**src/rtl/jpeg_hdmi_pkg.sv**
```systemverilog
// Shared definitions for the JPEG-decoder to HDMI block path.
//   BLOCK_SIZE       : edge length of a decoded block in pixels.
//   beats_per_blk()  : beats needed to move one 8x8 block at n pixels/beat.
//   blks_per_stripe(): blocks across one 8-line stripe.
//   stripes()        : 8-line stripes per frame.
//   cnt_width()      : index width for a 0..n-1 counter, never below 1 bit.
//   sched_state_e    : block scheduler FSM states.
package jpeg_hdmi_pkg;

    localparam int BLOCK_SIZE = 8;

    typedef enum logic [1:0] {
        IDLE        = 2'd0,
        WAIT_CREDIT = 2'd1,
        STREAM      = 2'd2,
        FRAME_END   = 2'd3
    } sched_state_e;

    function automatic int beats_per_blk(input int n);
        return (BLOCK_SIZE * BLOCK_SIZE) / n;
    endfunction

    function automatic int blks_per_stripe(input int x_res);
        return x_res / BLOCK_SIZE;
    endfunction

    function automatic int stripes(input int y_res);
        return y_res / BLOCK_SIZE;
    endfunction

    function automatic int cnt_width(input int n);
        return (n > 1) ? $clog2(n) : 1;
    endfunction

endpackage

```
**src/rtl/blk_stripe_scheduler_if.sv**
```systemverilog
// Block stream bundle between the JPEG decoder, the stripe scheduler and the
// block-to-raster converter.
//   in_*  : decoder beat stream. A beat transfers in every cycle where
//           in_valid && in_ready are both high; in_ready never depends on
//           in_valid, and in_data_* only matter while in_valid is high.
//   blk_* : converter beat stream, valid-only (no back-pressure); blk_data_*
//           and the sob/eob/sof markers only matter while blk_valid is high.
// master drives the decoder side and observes the converter side; slave is
// the scheduler.
interface blk_stripe_scheduler_if #(
    parameter int N = 2
);
    logic                     in_valid;
    logic                     in_ready;
    logic signed [N-1:0][7:0] in_data_y;
    logic signed [N-1:0][7:0] in_data_cr;
    logic signed [N-1:0][7:0] in_data_cb;

    logic                     blk_valid;
    logic signed [N-1:0][7:0] blk_data_y;
    logic signed [N-1:0][7:0] blk_data_cr;
    logic signed [N-1:0][7:0] blk_data_cb;
    logic                     blk_sob;
    logic                     blk_eob;
    logic                     blk_sof;

    modport master (
        output in_valid, in_data_y, in_data_cr, in_data_cb,
        input  in_ready,
        input  blk_valid, blk_data_y, blk_data_cr, blk_data_cb,
        input  blk_sob, blk_eob, blk_sof
    );

    modport slave (
        input  in_valid, in_data_y, in_data_cr, in_data_cb,
        output in_ready,
        output blk_valid, blk_data_y, blk_data_cr, blk_data_cb,
        output blk_sob, blk_eob, blk_sof
    );
endinterface

```
**src/rtl/stripe_credit_cntr.sv**
```systemverilog
// Saturating up/down counter for stripe-buffer bookkeeping.
//   clk, rst_n : clock, asynchronous active-low reset (count resets to MAX).
//   inc        : one buffer returned (count up, saturates at MAX).
//   dec        : one buffer claimed (count down, holds at 0).
//   count      : current number of free buffers.
//   overflow   : sticky; set when inc arrives alone while count == MAX.
module stripe_credit_cntr #(
    parameter int MAX = 2,
    parameter int W   = $clog2(MAX + 1)
) (
    input  logic         clk,
    input  logic         rst_n,
    input  logic         inc,
    input  logic         dec,
    output logic [W-1:0] count,
    output logic         overflow
);
    localparam logic [W-1:0] FULL = W'(MAX);

    logic [W-1:0] count_q, count_d;
    logic         overflow_q, overflow_d;

    always_comb begin
        count_d    = count_q;
        overflow_d = overflow_q;
        // Simultaneous inc and dec cancel out and never flag an overflow.
        if (inc && !dec) begin
            if (count_q == FULL) begin
                overflow_d = 1'b1;
            end else begin
                count_d = count_q + W'(1);
            end
        end else if (dec && !inc && (count_q != '0)) begin
            count_d = count_q - W'(1);
        end
    end

    always_ff @(posedge clk or negedge rst_n) begin
        if (!rst_n) begin
            count_q    <= FULL;
            overflow_q <= 1'b0;
        end else begin
            count_q    <= count_d;
            overflow_q <= overflow_d;
        end
    end

    assign count    = count_q;
    assign overflow = overflow_q;
endmodule

```
**src/rtl/blk_stripe_scheduler.sv**
```systemverilog
// Frames the decoded block stream for the block-to-raster converter and paces
// it with stripe credits so the converter's stripe buffers are never
// overwritten before they drain.
//   clk, rst_n  : clock, asynchronous active-low reset.
//   enable      : run request, sampled only in IDLE and FRAME_END.
//   bus         : in_* decoder stream (valid/ready), blk_* converter stream
//                 (registered, one cycle behind the accepted beat).
//   stripe_done : pulse, downstream freed one stripe buffer.
//   frame_done  : pulse, the cycle after FRAME_END.
//   busy        : FSM is not IDLE.
//   err_credit  : sticky, stripe_done arrived with all credits already held.
//   dbg_state   : current FSM state.
module blk_stripe_scheduler
    import jpeg_hdmi_pkg::*;
#(
    parameter int N       = 2,
    parameter int X_RES   = 2160,
    parameter int Y_RES   = 1200,
    parameter int CREDITS = 2
) (
    input  logic                  clk,
    input  logic                  rst_n,
    input  logic                  enable,
    blk_stripe_scheduler_if.slave bus,
    input  logic                  stripe_done,
    output logic                  frame_done,
    output logic                  busy,
    output logic                  err_credit,
    output sched_state_e          dbg_state
);
    localparam int N_BEATS   = beats_per_blk(N);
    localparam int N_BLKS    = blks_per_stripe(X_RES);
    localparam int N_STRIPES = stripes(Y_RES);
    localparam int EW        = cnt_width(N_BEATS);
    localparam int BW        = cnt_width(N_BLKS);
    localparam int SW        = cnt_width(N_STRIPES);
    localparam int CW        = $clog2(CREDITS + 1);

    localparam logic [EW-1:0] ELEM_LAST   = EW'(N_BEATS - 1);
    localparam logic [BW-1:0] BLK_LAST    = BW'(N_BLKS - 1);
    localparam logic [SW-1:0] STRIPE_LAST = SW'(N_STRIPES - 1);

    sched_state_e             state_q, state_d;
    logic [EW-1:0]            elem_q, elem_d;
    logic [BW-1:0]            blk_q, blk_d;
    logic [SW-1:0]            stripe_q, stripe_d;
    logic                     blk_valid_q, blk_valid_d;
    logic signed [N-1:0][7:0] y_q, y_d, cr_q, cr_d, cb_q, cb_d;
    logic                     sob_q, sob_d, eob_q, eob_d, sof_q, sof_d;
    logic                     frame_done_q, frame_done_d;

    logic [CW-1:0]            credits;
    logic                     accept, consume;
    logic                     end_blk, end_stripe, end_frame;

    stripe_credit_cntr #(
        .MAX (CREDITS),
        .W   (CW)
    ) u_credits (
        .clk      (clk),
        .rst_n    (rst_n),
        .inc      (stripe_done),
        .dec      (consume),
        .count    (credits),
        .overflow (err_credit)
    );

    always_comb begin
        accept     = bus.in_valid && (state_q == STREAM);
        // A credit is claimed only on the WAIT_CREDIT -> STREAM transition,
        // so the counter can never be asked to go below zero.
        consume    = (state_q == WAIT_CREDIT) && (credits != '0);
        end_blk    = (elem_q == ELEM_LAST);
        end_stripe = end_blk && (blk_q == BLK_LAST);
        end_frame  = end_stripe && (stripe_q == STRIPE_LAST);

        state_d  = state_q;
        elem_d   = elem_q;
        blk_d    = blk_q;
        stripe_d = stripe_q;

        case (state_q)
            IDLE:        if (enable) state_d = WAIT_CREDIT;
            WAIT_CREDIT: if (consume) state_d = STREAM;
            STREAM: begin
                if (accept && end_stripe) begin
                    state_d = end_frame ? FRAME_END : WAIT_CREDIT;
                end
            end
            FRAME_END:   state_d = enable ? WAIT_CREDIT : IDLE;
            default:     state_d = IDLE;
        endcase

        if (accept) begin
            elem_d = end_blk ? '0 : elem_q + EW'(1);
            if (end_blk) begin
                blk_d = end_stripe ? '0 : blk_q + BW'(1);
            end
            if (end_stripe) begin
                stripe_d = end_frame ? '0 : stripe_q + SW'(1);
            end
        end

        // Output stage mirrors the accept cycle one clock later.
        blk_valid_d  = accept;
        y_d          = bus.in_data_y;
        cr_d         = bus.in_data_cr;
        cb_d         = bus.in_data_cb;
        sob_d        = accept && (elem_q == '0);
        eob_d        = accept && end_blk;
        sof_d        = accept && (elem_q == '0) && (blk_q == '0) && (stripe_q == '0);
        frame_done_d = (state_q == FRAME_END);
    end

    always_ff @(posedge clk or negedge rst_n) begin
        if (!rst_n) begin
            state_q      <= IDLE;
            elem_q       <= '0;
            blk_q        <= '0;
            stripe_q     <= '0;
            blk_valid_q  <= 1'b0;
            y_q          <= '0;
            cr_q         <= '0;
            cb_q         <= '0;
            sob_q        <= 1'b0;
            eob_q        <= 1'b0;
            sof_q        <= 1'b0;
            frame_done_q <= 1'b0;
        end else begin
            state_q      <= state_d;
            elem_q       <= elem_d;
            blk_q        <= blk_d;
            stripe_q     <= stripe_d;
            blk_valid_q  <= blk_valid_d;
            y_q          <= y_d;
            cr_q         <= cr_d;
            cb_q         <= cb_d;
            sob_q        <= sob_d;
            eob_q        <= eob_d;
            sof_q        <= sof_d;
            frame_done_q <= frame_done_d;
        end
    end

    assign bus.in_ready    = (state_q == STREAM);
    assign bus.blk_valid   = blk_valid_q;
    assign bus.blk_data_y  = y_q;
    assign bus.blk_data_cr = cr_q;
    assign bus.blk_data_cb = cb_q;
    assign bus.blk_sob     = sob_q;
    assign bus.blk_eob     = eob_q;
    assign bus.blk_sof     = sof_q;
    assign frame_done      = frame_done_q;
    assign busy            = (state_q != IDLE);
    assign dbg_state       = state_q;
endmodule

```
**src/flat_wrapper.sv**
```systemverilog
// flat-port wrapper written by rule: the top's interface ports become plain ports
module blk_stripe_scheduler_flat import jpeg_hdmi_pkg::*;
#(
    parameter int N       = 2,
    parameter int X_RES   = 2160,
    parameter int Y_RES   = 1200,
    parameter int CREDITS = 2
)
  (clk, rst_n, enable, stripe_done, frame_done, busy, err_credit, dbg_state, bus_in_valid, bus_in_data_y, bus_in_data_cr, bus_in_data_cb, bus_in_ready, bus_blk_valid, bus_blk_data_y, bus_blk_data_cr, bus_blk_data_cb, bus_blk_sob, bus_blk_eob, bus_blk_sof);
  blk_stripe_scheduler_if #(.N(N)) bus_i ();
  input  logic clk;
  input  logic rst_n;
  input  logic enable;
  input  logic stripe_done;
  output logic frame_done;
  output logic busy;
  output logic err_credit;
  output sched_state_e dbg_state;
  input wire logic [$bits(bus_i.in_valid)-1:0] bus_in_valid;
  input wire logic [$bits(bus_i.in_data_y)-1:0] bus_in_data_y;
  input wire logic [$bits(bus_i.in_data_cr)-1:0] bus_in_data_cr;
  input wire logic [$bits(bus_i.in_data_cb)-1:0] bus_in_data_cb;
  output wire logic [$bits(bus_i.in_ready)-1:0] bus_in_ready;
  output wire logic [$bits(bus_i.blk_valid)-1:0] bus_blk_valid;
  output wire logic [$bits(bus_i.blk_data_y)-1:0] bus_blk_data_y;
  output wire logic [$bits(bus_i.blk_data_cr)-1:0] bus_blk_data_cr;
  output wire logic [$bits(bus_i.blk_data_cb)-1:0] bus_blk_data_cb;
  output wire logic [$bits(bus_i.blk_sob)-1:0] bus_blk_sob;
  output wire logic [$bits(bus_i.blk_eob)-1:0] bus_blk_eob;
  output wire logic [$bits(bus_i.blk_sof)-1:0] bus_blk_sof;
  assign bus_i.in_valid = bus_in_valid;
  assign bus_i.in_data_y = bus_in_data_y;
  assign bus_i.in_data_cr = bus_in_data_cr;
  assign bus_i.in_data_cb = bus_in_data_cb;
  assign bus_in_ready = bus_i.in_ready;
  assign bus_blk_valid = bus_i.blk_valid;
  assign bus_blk_data_y = bus_i.blk_data_y;
  assign bus_blk_data_cr = bus_i.blk_data_cr;
  assign bus_blk_data_cb = bus_i.blk_data_cb;
  assign bus_blk_sob = bus_i.blk_sob;
  assign bus_blk_eob = bus_i.blk_eob;
  assign bus_blk_sof = bus_i.blk_sof;
  blk_stripe_scheduler #(.N(N), .X_RES(X_RES), .Y_RES(Y_RES), .CREDITS(CREDITS)) u_core (.clk(clk), .rst_n(rst_n), .enable(enable), .bus(bus_i), .stripe_done(stripe_done), .frame_done(frame_done), .busy(busy), .err_credit(err_credit), .dbg_state(dbg_state));
endmodule
```
**config.mk**
```make
export PLATFORM = sky130hd
export DESIGN_NAME = blk_stripe_scheduler_flat
export DESIGN_NICKNAME = d
export VERILOG_FILES = /design/src/rtl/jpeg_hdmi_pkg.sv /design/src/rtl/blk_stripe_scheduler_if.sv /design/src/rtl/stripe_credit_cntr.sv /design/src/rtl/blk_stripe_scheduler.sv /design/src/flat_wrapper.sv
export SDC_FILE = /design/constraint.sdc
export NUM_CORES = 1
export LEC_CHECK = 0
export ABC_AREA = 1
export CORE_AREA = 4 4 89 91
export CTS_CLUSTER_SIZE = 16
export DETAILED_ROUTE_END_ITERATION = 10
export DIE_AREA = 0 0 93 95
export MAX_ROUTING_LAYER = met4
export PLACE_DENSITY = 0.77
export SLEW_MARGIN = 25
export SYNTH_ARGS = -nofsm -noshare
export SYNTH_HDL_FRONTEND = slang
export SYNTH_SLANG_ARGS = --single-unit
```
**constraint.sdc**
```tcl
create_clock -name clk -period 1.9 [get_ports clk]
set_input_delay 0.38 -clock clk [delete_from_list [all_inputs] [get_ports clk]]
set_output_delay 0.38 -clock clk [all_outputs]
set_load 0.03 [all_outputs]
```
**Sequential cells coloured by netlist name**

The bar under the picture is 20 um long. Other sequential cells in the stronger grey, the rest of the logic in the fainter grey.
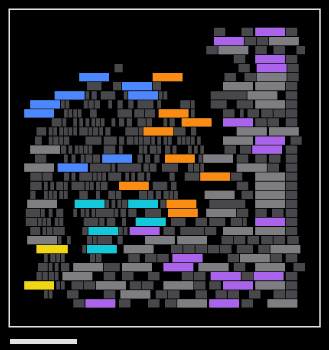
[`u_core.blk_q`] orange | placed flops: 9 | where: middle
[`u_core.stripe_q`] blue | placed flops: 8
[`u_core.u_credits.count`] yellow | placed flops: 2
[`u_core.elem_q`] cyan | placed flops: 5
[`u_core.bus.blk_data_y`] purple | placed flops: 16
not coloured: 40
Reg area: 2000 um^2
Seq/total area: 44.0%

**Track usage over the die**

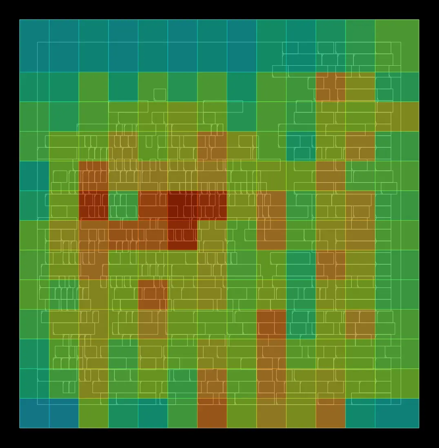
met1 Use GR: 20.0%
met3 usage: 5.50%
Post-Route Utilization: 63.8%
met2 usage: 28.5%

==> results.ini <==
[final_layout]
final_layout_size_suffix_gt1_share_pct = 10.6
area_growth_pct = 49.3

[setup_path]
critPathArrivalTime_ns = 1.43
max_stage_delay_ns = 0.70

[clock_network]
insertion_delay_ns = 0.35
max-clock-path-buffers = 2
clock-sinks = 80

[die]
die_h_um = 95
ios = 111
coreArea_um2 = 7140
die-area_um2 = 8840

[job]
warnings = 31

[run_status]
status = finished clean

[drt]
via_per_inst = 4.52
drc = 0
drt_wl_total_um = 6730
ant_nets = 0
via_count = 2329

[synthesis]
ys_types = 27

[timing]
layout_min_cycle_time_ns = 1.81
slew_violations = 0
max_freq_mhz = 552

[placed_design]
gp_congestion = 0.852

[min_path]
hold_path_class = input pin to flip-flop

[grt]
grt_pass1_wl_um = 11300

[power_and_ir_drop]
ir_worst_vdd_mv = 0.706

**Gate families picked out**

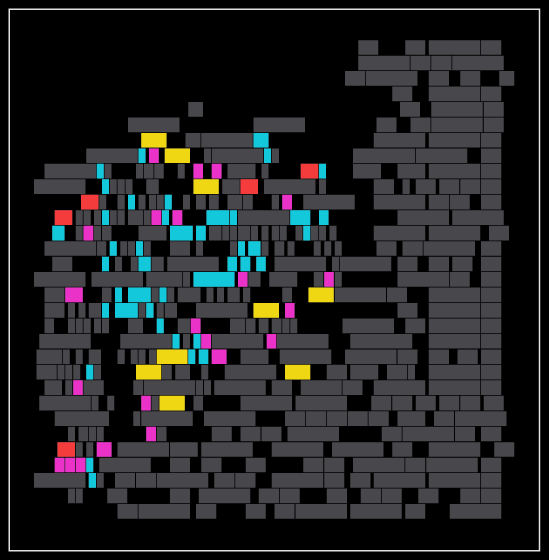
[NOR gates] cyan | cells: 42 | most used: nor2_1
[XOR/XNOR gates] red | cells: 5 | most used: xor2_1
[adder and majority cells] yellow | cells: 9 | most used: ha_1
[inverting AOI/OAI gates] magenta | cells: 22 | most used: o21ai_0
combinational share of cell area: 19.8%
most frequent logic cell in the layout: clkdlybuf4s50_1
Final Non-Filler Cells: 515

cell usage after synthesis, drive strengths merged:
master	instances	share of area, %
a211oi	1	0.25
a21oi	7	1.3
and3	2	0.41
buf	2	0.74
dfrtp	79	65
dfstp	1	0.86
ha	9	3.7
inv	40	4.9
nand2	59	7.7
nand3	20	3.9
nand4	4	0.82
nor2	32	5.2
nor3	7	1.3
nor3b	1	0.25
nor4	1	0.21
o21ai	13	2.1
o21bai	1	0.25
xor2	5	1.4
metal layers:
metal	global-route usage, %	wire length, um
met5	-	0
met1	20.0	2880
met4	4.40	72
met3	5.50	455
met2	28.5	3330
worst register-to-register path, cell delays in order, from the launching register on:
cell	delay (ns)
dfrtp_1	0.38
ha_1	0.17
inv_1	0.05
nor2_1	0.11
ha_2	0.24
nand3_2	0.10
nor2_4	0.15
nand2_4	0.12
nor2_4	0.17
buf_4	0.13
nor3b_1	0.04
metrics by stage:
step                      std cells  instance area (um^2)
after floorplan                 284                  3050
after global placement          494                  4290
after detailed placement        494                  4290
after CTS                       511                  4510
after global routing            515                  4560
final                           515                  4560
sequential cells by signal, indices dropped and copies added, names as in the netlist:
signal and flops:
u_core.dbg_state 2, u_core.stripe_q 8, u_core.u_credits.overflow 1, u_core.bus.blk_data_y 16
u_core.bus.blk_sof 1, u_core.elem_q 5, u_core.blk_q 9, u_core.bus.blk_valid 1
u_core.bus.blk_sob 1, u_core.bus.blk_eob 1, u_core.bus.blk_data_cr 16, u_core.bus.blk_data_cb 16
u_core.frame_done 1, u_core.u_credits.count 2
placed cells by master, fill, tap and decap left out, types with 3 or more instances in the layout:
cell type	instances
a21oi_1	6
buf_4	6
clkbuf_8	9
clkdlybuf4s50_1	106
dfrtp_1	79
ha_1	8
inv_1	36
inv_2	3
nand2_1	54
nand2_2	4
nand3_1	18
nand4_1	4
nor2_1	26
nor2_4	4
nor3_1	6
o21ai_0	13
xor2_1	5
final timing paths:
path	end	slack, ns	cells after the start
setup reg to reg	u_core.blk_q[4]	0.13	10
setup / recovery	dbg_state[0]	0.09	1
hold reg to reg	u_core.u_credits.overflow	0.50	1
min in group asynchronous	u_core.bus.blk_data_cb[14]	0.52	2
hold / removal	u_core.bus.blk_data_y[5]	0.46	1
max in group asynchronous	u_core.blk_q[5]	0.83	3
area by class of cell:
class	instances	share of cell area, %
clock buffer	11	2.88
clock inverter	5	1.78
inverter	40	3.38
multi-input combinational	163	19.8
sequential	80	44.0
tap	99	2.72
timing repair buffer	117	25.5
where the power goes:
part / switching, mW / internal, mW / total (mW)
Clock: 0.580 / 0.743 / 1.32
Sequential: 0.106 / 1.88 / 1.98
Combinational: 0.604 / 0.418 / 1.02
Total: 1.29 / 3.04 / 4.33
cell families (layout without fill, tap and decap cells):
family          count (synthesis)  in the layout  share of synthesized area [%]
fa+ha+maj                       9              9                           3.69
simple gates                  126            127                           19.7
buf+inv                        42            173                           5.66
compound gates                 22             22                           3.89
xor+xnor                        5              5                           1.43
flops                          80             80                           65.6
timing repair:
action / in CTS / in global routing
cloned: 0 / 1
hold buffers: 1 / 0
resized: 2 / 7
pin swaps: 0 / 1
endpoints found under the hold margin: 30 / 0
buffers inserted: 0 / 3
setup endpoints to repair: 2 / 10
Power is estimated from default activity; no workload was simulated.
